<file path="config.mk">
export PLATFORM = sky130hd
export DESIGN_NAME = pir_multicanal
export DESIGN_NICKNAME = d
export VERILOG_FILES = /design/src/rtl/pir_multicanal.sv
export SDC_FILE = /design/constraint.sdc
export NUM_CORES = 1
export LEC_CHECK = 0
export ABC_AREA = 0
export CAP_MARGIN = 20
export CORE_ASPECT_RATIO = 2
export CORE_MARGIN = 1
export CORE_UTILIZATION = 45
export DETAILED_ROUTE_END_ITERATION = 6
export DONT_BUFFER_PORTS = 1
export GPL_ROUTABILITY_DRIVEN = 0
export REMOVE_ABC_BUFFERS = 1
export SLEW_MARGIN = 15
export SYNTH_ARGS = -nofsm -noshare
export SYNTH_HDL_FRONTEND = slang
export SYNTH_SLANG_ARGS = --single-unit
</file>
<file path="constraint.sdc">
create_clock -name clk -period 6.3 [get_ports clk]
set_clock_uncertainty 0.15 [all_clocks]
set_input_delay 1.26 -clock clk [delete_from_list [all_inputs] [get_ports clk]]
set_output_delay 1.26 -clock clk [all_outputs]
set_load 0.005 [all_outputs]
</file>
<file path="src/rtl/pir_multicanal.sv">
// Multi-channel PIR occupancy detector: per-channel synchroniser, debounce and
// hold-off FSM, plus entry/exit event pulses and room-level occupancy summary.
module pir_multicanal #(
    parameter int N_CANAIS    = 4,
    parameter int SYNC_STAGES = 2,
    parameter int DEBOUNCE    = 4,
    parameter int HOLD        = 1000
) (
    input  logic                               clk,
    input  logic                               rst,
    input  logic [N_CANAIS-1:0]                pir_in,
    output logic [N_CANAIS-1:0]                ocupado,
    output logic [N_CANAIS-1:0]                evento_entrada,
    output logic [N_CANAIS-1:0]                evento_saida,
    output logic                               algum_ocupado,
    output logic [$clog2(N_CANAIS+1)-1:0]      qtd_ocupados
);

    localparam int DEB_W  = $clog2(DEBOUNCE + 1);
    localparam int HOLD_W = $clog2(HOLD + 1);
    localparam int QTD_W  = $clog2(N_CANAIS + 1);

    localparam logic [DEB_W-1:0]  DEB_LAST  = DEB_W'(DEBOUNCE - 1);
    localparam logic [HOLD_W-1:0] HOLD_LAST = HOLD_W'(HOLD - 1);

    localparam logic [1:0] LIVRE       = 2'd0;
    localparam logic [1:0] CONFIRMANDO = 2'd1;
    localparam logic [1:0] OCUPADO     = 2'd2;
    localparam logic [1:0] SEGURANDO   = 2'd3;

    logic [SYNC_STAGES-1:0] sync_q      [N_CANAIS];
    logic [1:0]             estado      [N_CANAIS];
    logic [1:0]             estado_nx   [N_CANAIS];
    logic [DEB_W-1:0]       cnt_deb     [N_CANAIS];
    logic [DEB_W-1:0]       cnt_deb_nx  [N_CANAIS];
    logic [HOLD_W-1:0]      cnt_hold    [N_CANAIS];
    logic [HOLD_W-1:0]      cnt_hold_nx [N_CANAIS];
    logic [N_CANAIS-1:0]    s;
    logic [N_CANAIS-1:0]    ocupado_nx;

    always_comb begin
        for (int i = 0; i < N_CANAIS; i++) begin
            s[i] = sync_q[i][SYNC_STAGES-1];
        end
    end

    // NOTE: every always_comb output gets a default before the case so no
    // path leaves it unassigned; otherwise synthesis infers a latch.
    always_comb begin
        for (int i = 0; i < N_CANAIS; i++) begin
            estado_nx[i]   = estado[i];
            cnt_deb_nx[i]  = cnt_deb[i];
            cnt_hold_nx[i] = cnt_hold[i];

            case (estado[i])
                LIVRE: begin
                    if (s[i]) begin
                        if (DEBOUNCE == 1) begin
                            estado_nx[i] = OCUPADO;
                        end else begin
                            estado_nx[i]  = CONFIRMANDO;
                            cnt_deb_nx[i] = DEB_W'(1);
                        end
                    end
                end
                CONFIRMANDO: begin
                    if (!s[i]) begin
                        estado_nx[i]  = LIVRE;
                        cnt_deb_nx[i] = '0;
                    end else if (cnt_deb[i] == DEB_LAST) begin
                        estado_nx[i]  = OCUPADO;
                        cnt_deb_nx[i] = '0;
                    end else begin
                        cnt_deb_nx[i] = cnt_deb[i] + DEB_W'(1);
                    end
                end
                OCUPADO: begin
                    if (!s[i]) begin
                        estado_nx[i]   = SEGURANDO;
                        cnt_hold_nx[i] = '0;
                    end
                end
                SEGURANDO: begin
                    // Any motion during hold-off retriggers without re-debouncing.
                    if (s[i]) begin
                        estado_nx[i]   = OCUPADO;
                        cnt_hold_nx[i] = '0;
                    end else if (cnt_hold[i] == HOLD_LAST) begin
                        estado_nx[i]   = LIVRE;
                        cnt_hold_nx[i] = '0;
                    end else begin
                        cnt_hold_nx[i] = cnt_hold[i] + HOLD_W'(1);
                    end
                end
                default: begin
                    estado_nx[i]   = LIVRE;
                    cnt_deb_nx[i]  = '0;
                    cnt_hold_nx[i] = '0;
                end
            endcase

            ocupado_nx[i] = (estado_nx[i] == OCUPADO) || (estado_nx[i] == SEGURANDO);
        end
    end

    // NOTE: sequential state uses non-blocking assignments so every flop
    // samples pre-edge values regardless of statement order.
    always_ff @(posedge clk) begin
        if (rst) begin
            // NOTE: the per-channel arrays are a handful of flops, not a RAM,
            // so clearing them in reset is cheap and makes reset total.
            for (int i = 0; i < N_CANAIS; i++) begin
                sync_q[i]   <= '0;
                estado[i]   <= LIVRE;
                cnt_deb[i]  <= '0;
                cnt_hold[i] <= '0;
            end
            ocupado        <= '0;
            evento_entrada <= '0;
            evento_saida   <= '0;
        end else begin
            for (int i = 0; i < N_CANAIS; i++) begin
                sync_q[i]   <= {sync_q[i][SYNC_STAGES-2:0], pir_in[i]};
                estado[i]   <= estado_nx[i];
                cnt_deb[i]  <= cnt_deb_nx[i];
                cnt_hold[i] <= cnt_hold_nx[i];
            end
            // Events are registered alongside ocupado so they mark the same edge.
            ocupado        <= ocupado_nx;
            evento_entrada <= ocupado_nx & ~ocupado;
            evento_saida   <= ~ocupado_nx & ocupado;
        end
    end

    always_comb begin
        algum_ocupado = |ocupado;
        qtd_ocupados  = '0;
        for (int i = 0; i < N_CANAIS; i++) begin
            qtd_ocupados = qtd_ocupados + QTD_W'(ocupado[i]);
        end
    end

endmodule

</file>
**Run 1: selected gate families**

The bar under the picture is 20 µm long.
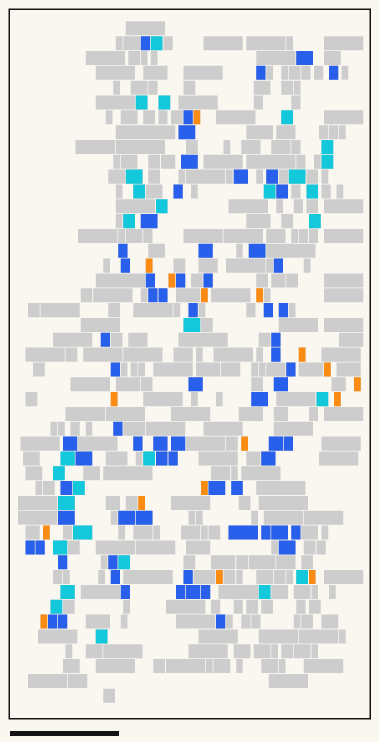
legend:
  cyan:
    family: AND and OR gates
    cells: 29
    where: spread over the die
  orange:
    family: inverters
    cells: 17
  blue:
    family: inverting AOI/OAI gates
    cells: 68
Commonest Layout Cell: dfxtp_1
Comb area share: 49.1%
fin cells: 514

**Run 1: sequential cells colored by netlist name**

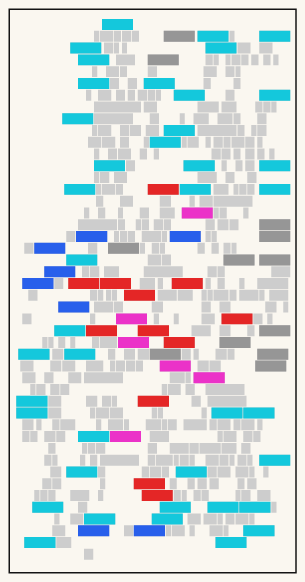
legend:
  magenta:
    name_in_the_netlist: estado
    flops: 6
  blue:
    name_in_the_netlist: sync_q
    flops: 8
  red:
    name_in_the_netlist: cnt_deb
    flops: 12
    where: center
  cyan:
    name_in_the_netlist: cnt_hold
    flops: 40
    where: spread over the die
not colored: 12
Reg area: 1560 µm²
fin util: 50.3%
Seq. pwr: 0.504 mW
sequential share of cell area: 39.1%

==> run_results.csv, run 1 <==
group,metric,value,unit
run_status,status,"finished, final reports clean",
logic_synthesis,yosysCellCount,423,
layout,areaGrowthSynthToFinish,8.71,%
drt,maxUsedRoutingLayer,"met4",
layout,antennaDiodeCount,0,
logic_synthesis,top_cell,"dfxtp_1",
die,core_area,7940,µm²
worst_setup_path,critical_path_class,"flop to primary output",
layout,n_all_buffers,0,
logic_synthesis,synth-main-ff-cell,"dfxtp_1",
clock_tree,clkSinkCount,78,
drt,met2WireLength,3820,µm
worst_setup_path,r2r-start,"ocupado[1]",
hold_path,min_path_type,"flop to flop",
drt,route.met3.wl,187,µm
global_routing,grt_max_degree,44,
logic_synthesis,ys_async_sr_fraction,0,%
worst_setup_path,end_kind,"primary output",
clock_tree,cts-resized-gates,0,
logic_synthesis,yosysWarnings,0,
clock_tree,clk_latency,330,ps
drt,viasPerCell,5.68,
placed_design,numPortBuffers,0,
worst_setup_path,critPathMaxFanout,16,
layout,n_clock_buffer,13,
timing,fin_tns_setup,0,ps
power_and_ir_drop,p_comb,0.0186,mW
clock_tree,htreeDepth,3,
worst_setup_path,r2r-end,"cnt_hold[1][9]",
global_routing,gr-max-usage-layer,"met2",
clock_tree,cts.path.max_buffers,2,
worst_setup_path,critPathLaunchType,"flop",
layout,num-fill-cells,775,
logic_synthesis,synth_cell_types,57,
logic_synthesis,area_leaders,"dfxtp_1 42%, nand2_1 4.0%, ha_1 3.7%, nor2_1 3.6%, nand4_1 3.4%",
die,chip_area,8560,µm²
global_routing,met2_usage,34.4,%
timing,setup_viol,0,
run,cap_violations,0,
layout,layout-drive-gt1-share,5.50,%
timing,hold_viol,0,
power_and_ir_drop,p_leak,1.44,nW
logic_synthesis,syn_area_per_cell,8.69,µm²
die,die_w,65.9,µm
global_routing,grt-ovfl-total,0,
timing,fmax,270,MHz
timing,max_slew.worst_pin.slew,659,ps
clock_tree,clkTransAtPathRegs,60,ps
power_and_ir_drop,p_int,0.830,mW
**Run 1: routed metal, one color a layer**

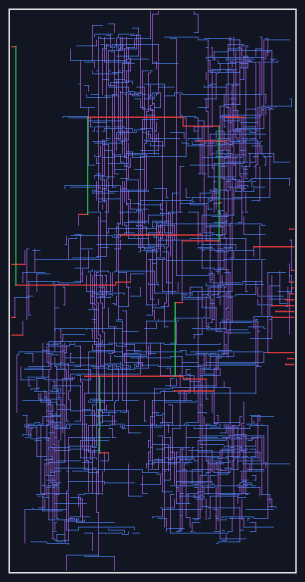
legend:
  blue:
    layer: met1
    wire_length: 3,120 µm
  purple:
    layer: met2
    wire_length: 3,820 µm
  green:
    layer: met4
    wire_length: 139 µm
  red:
    layer: met3
    wire_length: 187 µm
drt total wl: 7270 µm
Routed WL per cell: 14.1 µm
vias after detailed routing: 2,917
overall routing resource usage: 19.0%

run 1: cell families after synthesis:
kind of cell / share of synthesized area [%]
and+or+nand+nor: 28.5
adders and majority gates: 4.29
DFF: 42.5
AOI/OAI and AO/OA: 14.6
xor gates and xnor gates: 4.29
muxes: 1.70
buffers and inverters: 4.18
run 1: cells in the final DEF (no fill, tap or decap), types with 8 or more instances in the layout:
cell type and n:
xor2_1 11, ha_1 11, o21ai_0 16, nand2b_1 8, inv_1 17, a21oi_1 23, nor2b_1 14, clkbuf_16 9
nor2_1 35, dfxtp_1 78, or3_1 9, nand4_1 20, nand3_1 23, nand2_1 39
run 1: worst max-delay path: cells and delay by family (launching register included):
family                     cells  cell delay (ps)
buffers and inverters          2              290
DFF                            1              650
adders and majority gates      3             1020
run 1: worst max-delay path by stage:
stage	to	from	slack, ps	cells past startpoint
floorplan	qtd_ocupados[1]	ocupado[1]	3190	5
global placement	qtd_ocupados[1]	ocupado[1]	2990	5
detailed placement	qtd_ocupados[1]	ocupado[1]	2950	5
CTS	qtd_ocupados[1]	ocupado[1]	2590	5
global route	qtd_ocupados[1]	ocupado[1]	2420	5
finish	qtd_ocupados[1]	ocupado[1]	2600	5
run 1: per-stage QoR:
step	std cells	hold WS, ps	utilization (%)
2_1_floorplan	404	264	-
3_3_place_gp	500	267	46.7
3_5_place_dp	500	276	46.7
4_1_cts	514	289	50.3
5_1_grt	514	303	50.3
6_report	514	285	50.3
run 1: flip-flops by register name, indices dropped and copies added, names as in the netlist:
signal,flops
cnt_hold,40
estado,6
sync_q,8
evento_entrada,4
ocupado,4
evento_saida,4
cnt_deb,12
## Run 2: what changed since run 1
Clock period 6.3 ns to 3.45 ns, I/O delays scaled along.
**Run 2: routed metal, one color a layer**

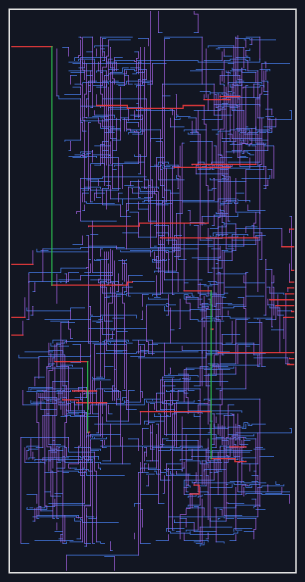
legend:
  purple:
    layer: met2
    wire_length: 3,930 µm
  blue:
    layer: met1
    wire_length: 3,120 µm
  green:
    layer: met4
    wire_length: 110 µm
  red:
    layer: met3
    wire_length: 259 µm
Routed WL per cell: 14.3 µm
overall routing resource usage: 19.4%
vias after detailed routing: 2,954
drt total wl: 7420 µm

**Run 2: clock nets**

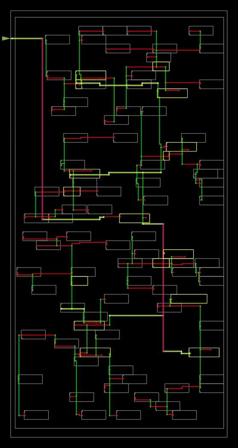
Clk. pwr: 0.988 mW
worst skew pair latency: 330 ps

==> run 2 against run 1 <==
Net effect:
- flip-flop count unchanged
- first-iteration DRC count decreased by 25%
- synthesized cell count unchanged
- die size unchanged
- largest power group unchanged
==> run_results.csv, run 2 <==
group,metric,value,unit
run_status,status,"finished, final reports clean",
logic_synthesis,area_leaders,"dfxtp_1 42%, nand2_1 4.0%, ha_1 3.7%, nor2_1 3.6%, nand4_1 3.4%",
layout,layout-drive-gt1-share,6.65,%
clock_tree,cts.path.max_buffers,2,
clock_tree,htreeDepth,3,
logic_synthesis,synth_cell_types,57,
placed_design,numPortBuffers,0,
timing,fmax,339,MHz
layout,final_core_util,50.8,%
layout,antennaDiodeCount,0,
timing,max_slew.worst_pin.slew,642,ps
power_and_ir_drop,p_leak,1.47,nW
layout,instances_no_fill,517,
layout,final_cell_mix,"78 x dfxtp_1, 39 x nand2_1, 35 x nor2_1",
die,core_area,7940,µm²
layout,final_layout_top_logic_cell,"dfxtp_1",
run,cap_violations,0,
timing,setup_viol,0,
logic_synthesis,yosysWarnings,0,
global_routing,met2_usage,34.0,%
[run 2: cell counts after synthesis]
Identical to the previous run, type by type.
[run 2: per-stage QoR]
step | total power, mW | instance area [µm²]
after floorplan | 0.965 | 3590
after global placement | 0.974 | 3710
after detailed placement | 0.974 | 3710
after CTS | 1.97 | 4040
after global routing | 2.01 | 4040
final | 1.94 | 4040
[run 2: where the power goes]
part           switching (mW)  internal, mW
Clock                   0.352         0.636
Combinational          0.0206        0.0139
Sequential            0.00990         0.910
Total                   0.382          1.56
[run 2: layout make-up]
cell class / instances / area, µm²
clock buffers: 13 / 280
clock inverters: 3 / 40.0
fillers: 772 / 3910
inverters: 17 / 63.8
multi-input cells: 309 / 1960
flip-flops and latches: 78 / 1560
well taps: 96 / 120
repair buffers: 1 / 7.51
[run 2: worst max-delay path, delay by kind of cell (launching register included)]
| family | cells | cell delay, ps |
|---|---|---|
| adder cells (fa/ha/maj) | 3 | 1020 |
| flip-flops | 1 | 530 |
| buffers and inverters | 2 | 230 |
[run 2: cell families after synthesis]
kind of cell               Yosys count  synth area share [%]
buffers and inverters               36                  4.18
xor gates and xnor gates            18                  4.29
and+or+nand+nor                    194                  28.5
muxes                                6                  1.70
adders and majority gates           12                  4.29
DFF                                 78                  42.5
AOI/OAI and AO/OA                   79                  14.6
[run 2: final timing paths]
kind	startpoint	endpoint	slack [ps]	cells after the start
max	ocupado[0]	qtd_ocupados[1]	500	5
min	rst	sync_q[3][0]	280	1
max reg2reg	estado[2][1]	cnt_hold[2][5]	1450	4
min reg2reg	sync_q[1][0]	sync_q[1][1]	290	1
[run 2: layer usage]
metal	vias to the layer above	share of wire, %
met3	8	3.5
met1	1375	42
met5	-	0
li1	1518	-
met4	0	1.5
met2	53	53
Power and IR drop assume default switching activity.
